File: config.mk
export PLATFORM = sky130hd
export DESIGN_NAME = dmem_lsu_initiator
export DESIGN_NICKNAME = d
export VERILOG_FILES = /design/src/rtl/dmem_lsu_initiator.sv
export SDC_FILE = /design/constraint.sdc
export NUM_CORES = 1
export LEC_CHECK = 0
export ABC_AREA = 1
export CORE_ASPECT_RATIO = 1.2
export CORE_MARGIN = 5
export CORE_UTILIZATION = 45
export CTS_CLUSTER_DIAMETER = 60
export DETAILED_ROUTE_END_ITERATION = 8
export PLACE_DENSITY = 0.84
export SLEW_MARGIN = 15
export SYNTH_ARGS = -nofsm -noshare
export SYNTH_HDL_FRONTEND = slang
export SYNTH_SLANG_ARGS = --single-unit
export TNS_END_PERCENT = 30
File: constraint.sdc
create_clock -name clk -period 2.45 [get_ports clk]
set_input_delay 0.245 -clock clk [delete_from_list [all_inputs] [get_ports clk]]
set_output_delay 0.245 -clock clk [all_outputs]
set_load 0.03 [all_outputs]
File: src/rtl/dmem_lsu_initiator.sv
// dmem_lsu_initiator
// Load/store initiator for a data memory that signals busy through mem_clk_stall.
// One MEM-stage request is accepted at a time. It is encoded into a sign/width mask
// and issued as a single-cycle read or write strobe. The initiator then waits for the
// stall to rise and fall again. Finally it returns the load data, or an error, as a
// one-cycle response pulse that the consumer cannot backpressure.
//
// Build option:
//   DMEM_MISALIGN_CHECK_EN - when defined, misaligned halfword/word accesses are
//                            rejected on the error path without touching memory.
//                            When undefined, addresses pass through unchecked.
module dmem_lsu_initiator #(
  parameter int TIMEOUT = 15
) (
  input  logic        clk,
  input  logic        rst_n,
  input  logic        req_valid,
  output logic        req_ready,
  input  logic        req_we,
  input  logic [2:0]  req_funct3,
  input  logic [31:0] req_addr,
  input  logic [31:0] req_wdata,
  output logic        rsp_valid,
  output logic [31:0] rsp_rdata,
  output logic        rsp_err,
  output logic [31:0] mem_addr,
  output logic [31:0] mem_write_data,
  output logic        mem_memwrite,
  output logic        mem_memread,
  output logic [3:0]  mem_sign_mask,
  input  logic [31:0] mem_read_data,
  input  logic        mem_clk_stall
);

  localparam int CNT_W = $clog2(TIMEOUT + 1);

  typedef enum logic [1:0] {S_IDLE, S_ISSUE, S_WAIT, S_ERR} state_t;

  state_t             state_q, state_d;
  logic [CNT_W-1:0]   cnt_q, cnt_d;
  logic               seen_q, seen_d;
  logic               we_q, we_d;
  logic               rsp_valid_q, rsp_valid_d;
  logic [31:0]        rsp_rdata_q, rsp_rdata_d;
  logic               rsp_err_q, rsp_err_d;
  logic [31:0]        mem_addr_q, mem_addr_d;
  logic [31:0]        mem_write_data_q, mem_write_data_d;
  logic               mem_memwrite_q, mem_memwrite_d;
  logic               mem_memread_q, mem_memread_d;
  logic [3:0]         mem_sign_mask_q, mem_sign_mask_d;

  logic               accept;
  logic [3:0]         req_mask;
  logic               req_ok;

  // {sign, width} encoding; an all-zero mask marks an illegal funct3
  function automatic logic [3:0] sign_mask_f(input logic we, input logic [2:0] f3);
    logic [3:0] m;
    m = 4'b0000;
    if (we) begin
      case (f3)
        3'b000:  m = 4'b0001;
        3'b001:  m = 4'b0011;
        3'b010:  m = 4'b0111;
        default: m = 4'b0000;
      endcase
    end else begin
      case (f3)
        3'b000:  m = 4'b1001;
        3'b001:  m = 4'b1011;
        3'b010:  m = 4'b0111;
        3'b100:  m = 4'b0001;
        3'b101:  m = 4'b0011;
        default: m = 4'b0000;
      endcase
    end
    return m;
  endfunction

`ifdef DMEM_MISALIGN_CHECK_EN
  // halfwords need addr[0]==0, words need addr[1:0]==0
  function automatic logic aligned_f(input logic [2:0] width, input logic [1:0] a);
    logic ok;
    ok = 1'b1;
    if (width == 3'b011 && a[0])          ok = 1'b0;
    if (width == 3'b111 && a != 2'b00)    ok = 1'b0;
    return ok;
  endfunction
`endif

  // ready only when idle and the memory is not still finishing an earlier access
  assign req_ready = (state_q == S_IDLE) && !mem_clk_stall;
  assign accept    = req_valid && req_ready;
  assign req_mask  = sign_mask_f(req_we, req_funct3);

  // a request is issued only if legal (and aligned when checking is built in)
  always_comb begin
`ifdef DMEM_MISALIGN_CHECK_EN
    req_ok = (req_mask != 4'b0000) && aligned_f(req_mask[2:0], req_addr[1:0]);
`else
    req_ok = (req_mask != 4'b0000);
`endif
  end

  // next-state and next-output computation for the access sequencer
  always_comb begin
    state_d          = state_q;
    cnt_d            = cnt_q;
    seen_d           = seen_q;
    we_d             = we_q;
    rsp_valid_d      = 1'b0;
    rsp_rdata_d      = rsp_rdata_q;
    rsp_err_d        = rsp_err_q;
    mem_addr_d       = mem_addr_q;
    mem_write_data_d = mem_write_data_q;
    mem_memwrite_d   = 1'b0;
    mem_memread_d    = 1'b0;
    mem_sign_mask_d  = mem_sign_mask_q;

    case (state_q)
      S_IDLE: begin
        if (accept) begin
          mem_addr_d       = req_addr;
          mem_write_data_d = req_wdata;
          mem_sign_mask_d  = req_mask;
          we_d             = req_we;
          if (req_ok) begin
            mem_memwrite_d = req_we;
            mem_memread_d  = !req_we;
            state_d        = S_ISSUE;
          end else begin
            state_d        = S_ERR;
          end
        end
      end
      S_ISSUE: begin
        // strobe drops here; the memory samples it on this same edge
        seen_d  = 1'b0;
        cnt_d   = '0;
        state_d = S_WAIT;
      end
      S_WAIT: begin
        if (mem_clk_stall) seen_d = 1'b1;
        if (seen_q && !mem_clk_stall) begin
          rsp_valid_d = 1'b1;
          rsp_rdata_d = we_q ? 32'h0 : mem_read_data;
          rsp_err_d   = 1'b0;
          state_d     = S_IDLE;
        end else if (cnt_q == CNT_W'(TIMEOUT - 1)) begin
          rsp_valid_d = 1'b1;
          rsp_rdata_d = 32'h0;
          rsp_err_d   = 1'b1;
          state_d     = S_IDLE;
        end else begin
          cnt_d = cnt_q + 1'b1;
        end
      end
      S_ERR: begin
        rsp_valid_d = 1'b1;
        rsp_rdata_d = 32'h0;
        rsp_err_d   = 1'b1;
        state_d     = S_IDLE;
      end
      default: state_d = S_IDLE;
    endcase
  end

  // state and registered outputs; reset abandons any in-flight access
  always_ff @(posedge clk or negedge rst_n) begin
    if (!rst_n) begin
      state_q          <= S_IDLE;
      cnt_q            <= '0;
      seen_q           <= 1'b0;
      we_q             <= 1'b0;
      rsp_valid_q      <= 1'b0;
      rsp_rdata_q      <= 32'h0;
      rsp_err_q        <= 1'b0;
      mem_addr_q       <= 32'h0;
      mem_write_data_q <= 32'h0;
      mem_memwrite_q   <= 1'b0;
      mem_memread_q    <= 1'b0;
      mem_sign_mask_q  <= 4'h0;
    end else begin
      state_q          <= state_d;
      cnt_q            <= cnt_d;
      seen_q           <= seen_d;
      we_q             <= we_d;
      rsp_valid_q      <= rsp_valid_d;
      rsp_rdata_q      <= rsp_rdata_d;
      rsp_err_q        <= rsp_err_d;
      mem_addr_q       <= mem_addr_d;
      mem_write_data_q <= mem_write_data_d;
      mem_memwrite_q   <= mem_memwrite_d;
      mem_memread_q    <= mem_memread_d;
      mem_sign_mask_q  <= mem_sign_mask_d;
    end
  end

  assign rsp_valid      = rsp_valid_q;
  assign rsp_rdata      = rsp_rdata_q;
  assign rsp_err        = rsp_err_q;
  assign mem_addr       = mem_addr_q;
  assign mem_write_data = mem_write_data_q;
  assign mem_memwrite   = mem_memwrite_q;
  assign mem_memread    = mem_memread_q;
  assign mem_sign_mask  = mem_sign_mask_q;

endmodule

**Run 1: sequential cells colored by netlist name**

Bar = 20 microns. Other sequential cells in the stronger gray, the rest of the logic in the fainter gray.
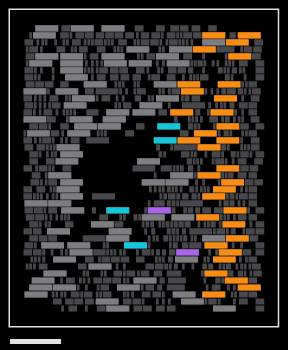
color	signal	flops
cyan	mem_sign_mask	4
purple	state_q	2
orange	rsp_rdata	32
not colored	74
fraction of area in registers: 38.82%
storage element area: 0.002803 sq mm

**Run 1: close-up of the layout**

Bar = 20 microns. Region (27, 61) to (77, 111) microns. Cells in gray, sequential cells in the stronger gray; small squares are vias.
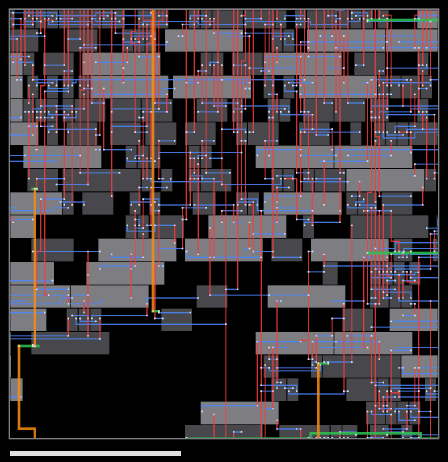
color	layer
red	metal 2
blue	metal 1
orange	metal 4
green	metal 3
most frequent	nand2_1 (80), clkdlybuf4s50_1 (34), dfrtp_1 (27)
sequential cells in the window	27
cells with their middle in the window	167
netlist names of flops here include	mem_write_data (18), rsp_rdata (6), mem_sign_mask (2)

==> GITHUB_STEP_SUMMARY, run 1 <==
## Synthesis and layout report

| Metric | Value |
|---|---|
| Min-delay worst type | `primary input to async pin` |
| Initial antenna violation count | `0` |
| Status | `complete, no violations` |
| Final setup viols | `0` |
| Clk root buf | `clkbuf_16` |
| Post-Synth XOR/XNOR Area | `0.1837%` |
| CTS Buf Count | `9` |
| Peak supply drop | `0.6664 mV` |
| Register bit total from synthesis | `112` |
| Vias in the first global route | `4568` |
| Nets | `878` |
| Post_cts resized | `0` |
| Worst reg2reg path endpoint | `rsp_rdata[3]$_DFFE_PN0P_` |
| Routed vias/inst | `4.923` |
| Library cells used by synthesis | `20` |
| Setup crit end kind | `output port` |
| Post-DP HPWL | `9.802 mm` |
| Chip Area, Yosys | `0.004767 sq mm` |
| Async SR Flop Fraction | `100.0%` |
| Area grow syn2layout | `51.44%` |
**Run 1: clock nets**

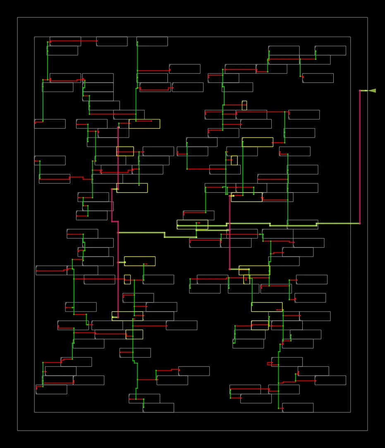
clk_skew: 4.642 ps
FFs & Latches: 112
Clock net power: 1.37 mW
Clock Latency Late Sink: 330 ps

-- run 1: per-layer routing --
metal / up-vias / wire, microns / track usage (%)
met2: 174 / 6803 / 36.08
met1: 2089 / 5536 / 26.27
met5: - / 0 / 0
met4: 0 / 221 / 6.478
li1: 2180 / - / -
met3: 17 / 884 / 4.945
-- run 1: Yosys cell counts, types with 2 or more instances --
library cell | n | area (sq um)
buf_1 | 8 | 30.03
buf_2 | 13 | 65.06
buf_4 | 5 | 37.54
buf_6 | 3 | 33.78
clkbuf_1 | 4 | 15.01
dfrtp_1 | 112 | 2803
ha_1 | 2 | 25.02
inv_1 | 12 | 45.04
inv_2 | 2 | 7.510
nand2_1 | 316 | 1186
nand2_2 | 4 | 25.02
nand3_1 | 16 | 80.08
nand4_1 | 32 | 200.2
nor2_1 | 36 | 135.1
nor2_2 | 2 | 12.51
o21ai_0 | 4 | 20.02
o21ai_1 | 3 | 15.01
-- run 1: layout make-up --
class,count,area (sq um)
clock inverters,3,15.01
flip-flops and latches,112,2803
fillers,837,3246
inverters,15,58.81
multi-input cells,417,1724
well taps,129,161.4
repair buffers,217,2187
clock buffers,13,270.3
-- run 1: power groups by stage --
stage	clock network (mW)	logic (mW)	registers, mW
after floorplan	0	1.30	4.64
after detailed placement	0	4.98	3.15
final	1.37	4.94	3.14
after global placement	0	4.86	3.12
after global routing	1.48	5.30	3.25
after CTS	1.41	5.00	3.14
-- run 1: repair_timing --
item,CTS,global route
buffers inserted,0,0
setup endpoints to repair,0,0
hold buffers,1,0
endpoints found under the hold margin,12,0
-- run 1: critical path, cell delays in order (launching register included) --
cell             delay (ps)
dfrtp_1                 420
inv_2                    70
nand2_2                  80
nor2_2                  120
clkdlybuf4s50_1         700
**Run 1: pin map**

Bar = 20 microns. Pins as bars across the die edge, other pins in gray.
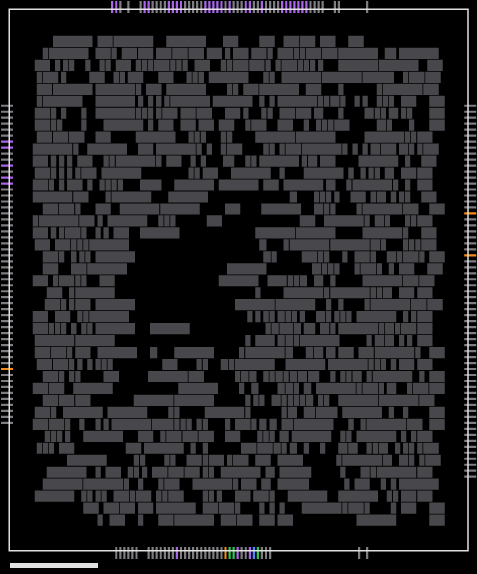

## Run 2: what changed since run 1
--- a/config.mk
+++ b/config.mk
@@ -8,10 +8,10 @@
 export ABC_AREA = 1
 export CORE_ASPECT_RATIO = 1.2
 export CORE_MARGIN = 5
-export CORE_UTILIZATION = 45
+export CORE_UTILIZATION = 42
 export CTS_CLUSTER_DIAMETER = 60
 export DETAILED_ROUTE_END_ITERATION = 8
-export PLACE_DENSITY = 0.84
+export PLACE_DENSITY = 0.79
 export SLEW_MARGIN = 15
 export SYNTH_ARGS = -nofsm -noshare
 export SYNTH_HDL_FRONTEND = slang
==> constraint.sdc (replaced) <==
create_clock -name clk -period 1.83 [get_ports clk]
set_input_delay 0.183 -clock clk [delete_from_list [all_inputs] [get_ports clk]]
set_output_delay 0.183 -clock clk [all_outputs]
set_load 0.03 [all_outputs]
**Run 2: pin map**

Bar = 20 microns. Pins as bars across the die edge, other pins in gray.
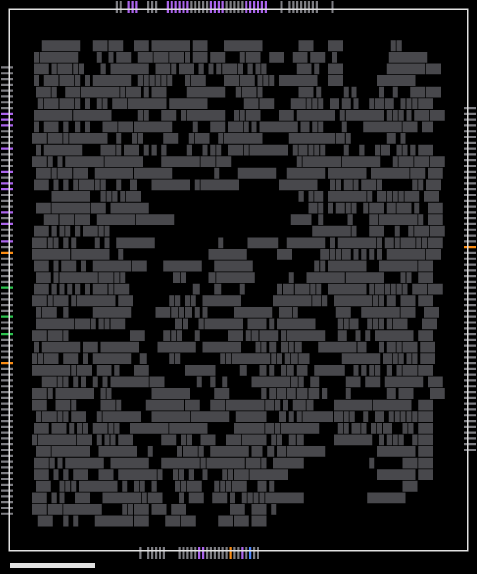
color	port	pins	direction	edge
purple	mem_write_data	32	output	19 top, 10 left, 3 bottom
green	req_funct3	3	input	left
blue	req_valid	1	input	bottom
orange	mem_sign_mask	4	output	2 left, 1 bottom, 1 right
all pins by edge	78 left, 60 right, 44 top, 27 bottom
number of port buffers: 208
die width: 107.3 microns
Die H: 126.7 microns

==> run 2 against run 1 <==
  * Clock skew increased by 0.73 ps
  * Via count increased by 1.7%
  * Count of clock-buffer cells in the layout decreased by 3
  * Cell count increased by 3.0%
  * Synthesized cell count unchanged
  * Clock power increased by 43%
  * Wire length increased by 2.2%
  * Critical path depth decreased by 3
  * First-iteration DRC count decreased by 6.6%
  * Area after synthesis unchanged
  * Flip-flop count unchanged
  * Sequential power increased by 34%
==> GITHUB_STEP_SUMMARY, run 2 <==
## Synthesis and layout report

| Metric | Value |
|---|---|
| Post-DP HPWL | `9.859 mm (+0.58%)` |
| Initial antenna violation count | `0 (unchanged)` |
| Worst-path cell chain | `clkdlybuf4s50_1` |
| Area grow syn2layout | `53.78%` |
| Leading cell types by count after synthesis | `nand2_1 (316), dfrtp_1 (112), nor2_1 (36)` |
| Routed vias/inst | `4.863 (-1.2%)` |
| Post_cts resized | `0 (unchanged)` |
| Met2 GRT Util | `32.15% (-3.9 points)` |
| Highest-delay cell along the critical path | `clkdlybuf4s50_1` |
| Setup crit end kind | `output port` |
| Final setup viols | `0 (unchanged)` |
| Yosys top cell area share | `58.79% (unchanged)` |
| Nets | `881 (+0.34%)` |
| Clock Latency Late Sink | `330 ps (about the same)` |
| Chip Area, Yosys | `0.004767 sq mm (unchanged)` |
| Vias in the first global route | `4568 (unchanged)` |
| Status | `complete, no violations` |
| Top cells by area | `dfrtp_1 (59%), nand2_1 (25%), nand4_1 (4.2%), nor2_1 (2.8%), nand3_1 (1.7%)` |
| GR peak layer | `met2` |
| Peak supply drop | `0.8727 mV (+31%)` |
| Gate family responsible for the most delay along the worst path | `buffers and inverters` |
| CTS Buf Count | `9 (unchanged)` |
**Run 2: metal 1**

Bar = 20 microns.
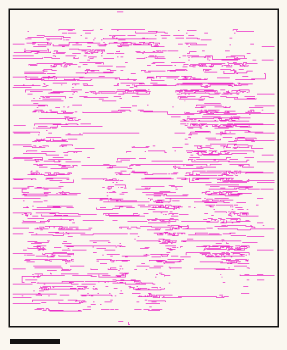
nets with wire on the layer	751
share of all routed wire	40%
overall via count from detail_route: 4537
met1 GRT Util: 24.57%

-- run 2: layer usage --
| layer | vias up | part of all wire (%) |
|---|---|---|
| met5 | - | 0 |
| li1 | 2185 | - |
| met3 | 17 | 11 |
| met4 | 0 | 2.0 |
| met2 | 197 | 48 |
| met1 | 2138 | 40 |
-- run 2: cell type report --
cell class                 count  area, sq um
tap                          154        192.7
timing repair buffer         220         2257
sequential                   112         2803
inverter                      15        58.81
clock buffer                  10        239.0
multi-input combinational    417         1724
fill                         892         3757
clock inverter                 5        56.30
-- run 2: path summary, 6_finish.rpt --
kind | start | to | slack [ps] | cells after the start
min reg2reg | mem_addr[3]$_DFFE_PN0P_ | mem_addr[3]$_DFFE_PN0P_ | 480 | 2
min in group clk | req_addr[9] | mem_addr[9]$_DFFE_PN0P_ | 370 | 3
max reg2reg | cnt_q[0]$_DFFE_PN0P_ | rsp_rdata[8]$_DFFE_PN0P_ | 400 | 7
min | rst_n | rsp_rdata[12]$_DFFE_PN0P_ | 360 | 2
max in group asynchronous | rst_n | mem_addr[13]$_DFFE_PN0P_ | 810 | 3
max | mem_write_data[2]$_DFFE_PN0P_ | mem_write_data[2] | 230 | 1
-- run 2: cells by family after synthesis --
family | Yosys count | share of synthesized area (%)
compound gates | 7 | 0.7348
flops | 112 | 58.79
buf+inv | 48 | 5.039
xor+xnor | 1 | 0.1838
fa+ha+maj | 2 | 0.5249
simple gates | 407 | 34.72
-- run 2: power by group --
part	internal, mW	leakage, nW	switching (mW)
clock	1.09	0.145	0.871
sequential	3.56	1.44	0.644
combinational	2.64	2.08	4.06
-- run 2: timing repair --
action,4_1_cts,5_1_grt
buffers inserted,0,0
hold endpoints to repair,36,0
hold buffers,1,0
No activity file was given, so power comes from the tool's default toggle rates.
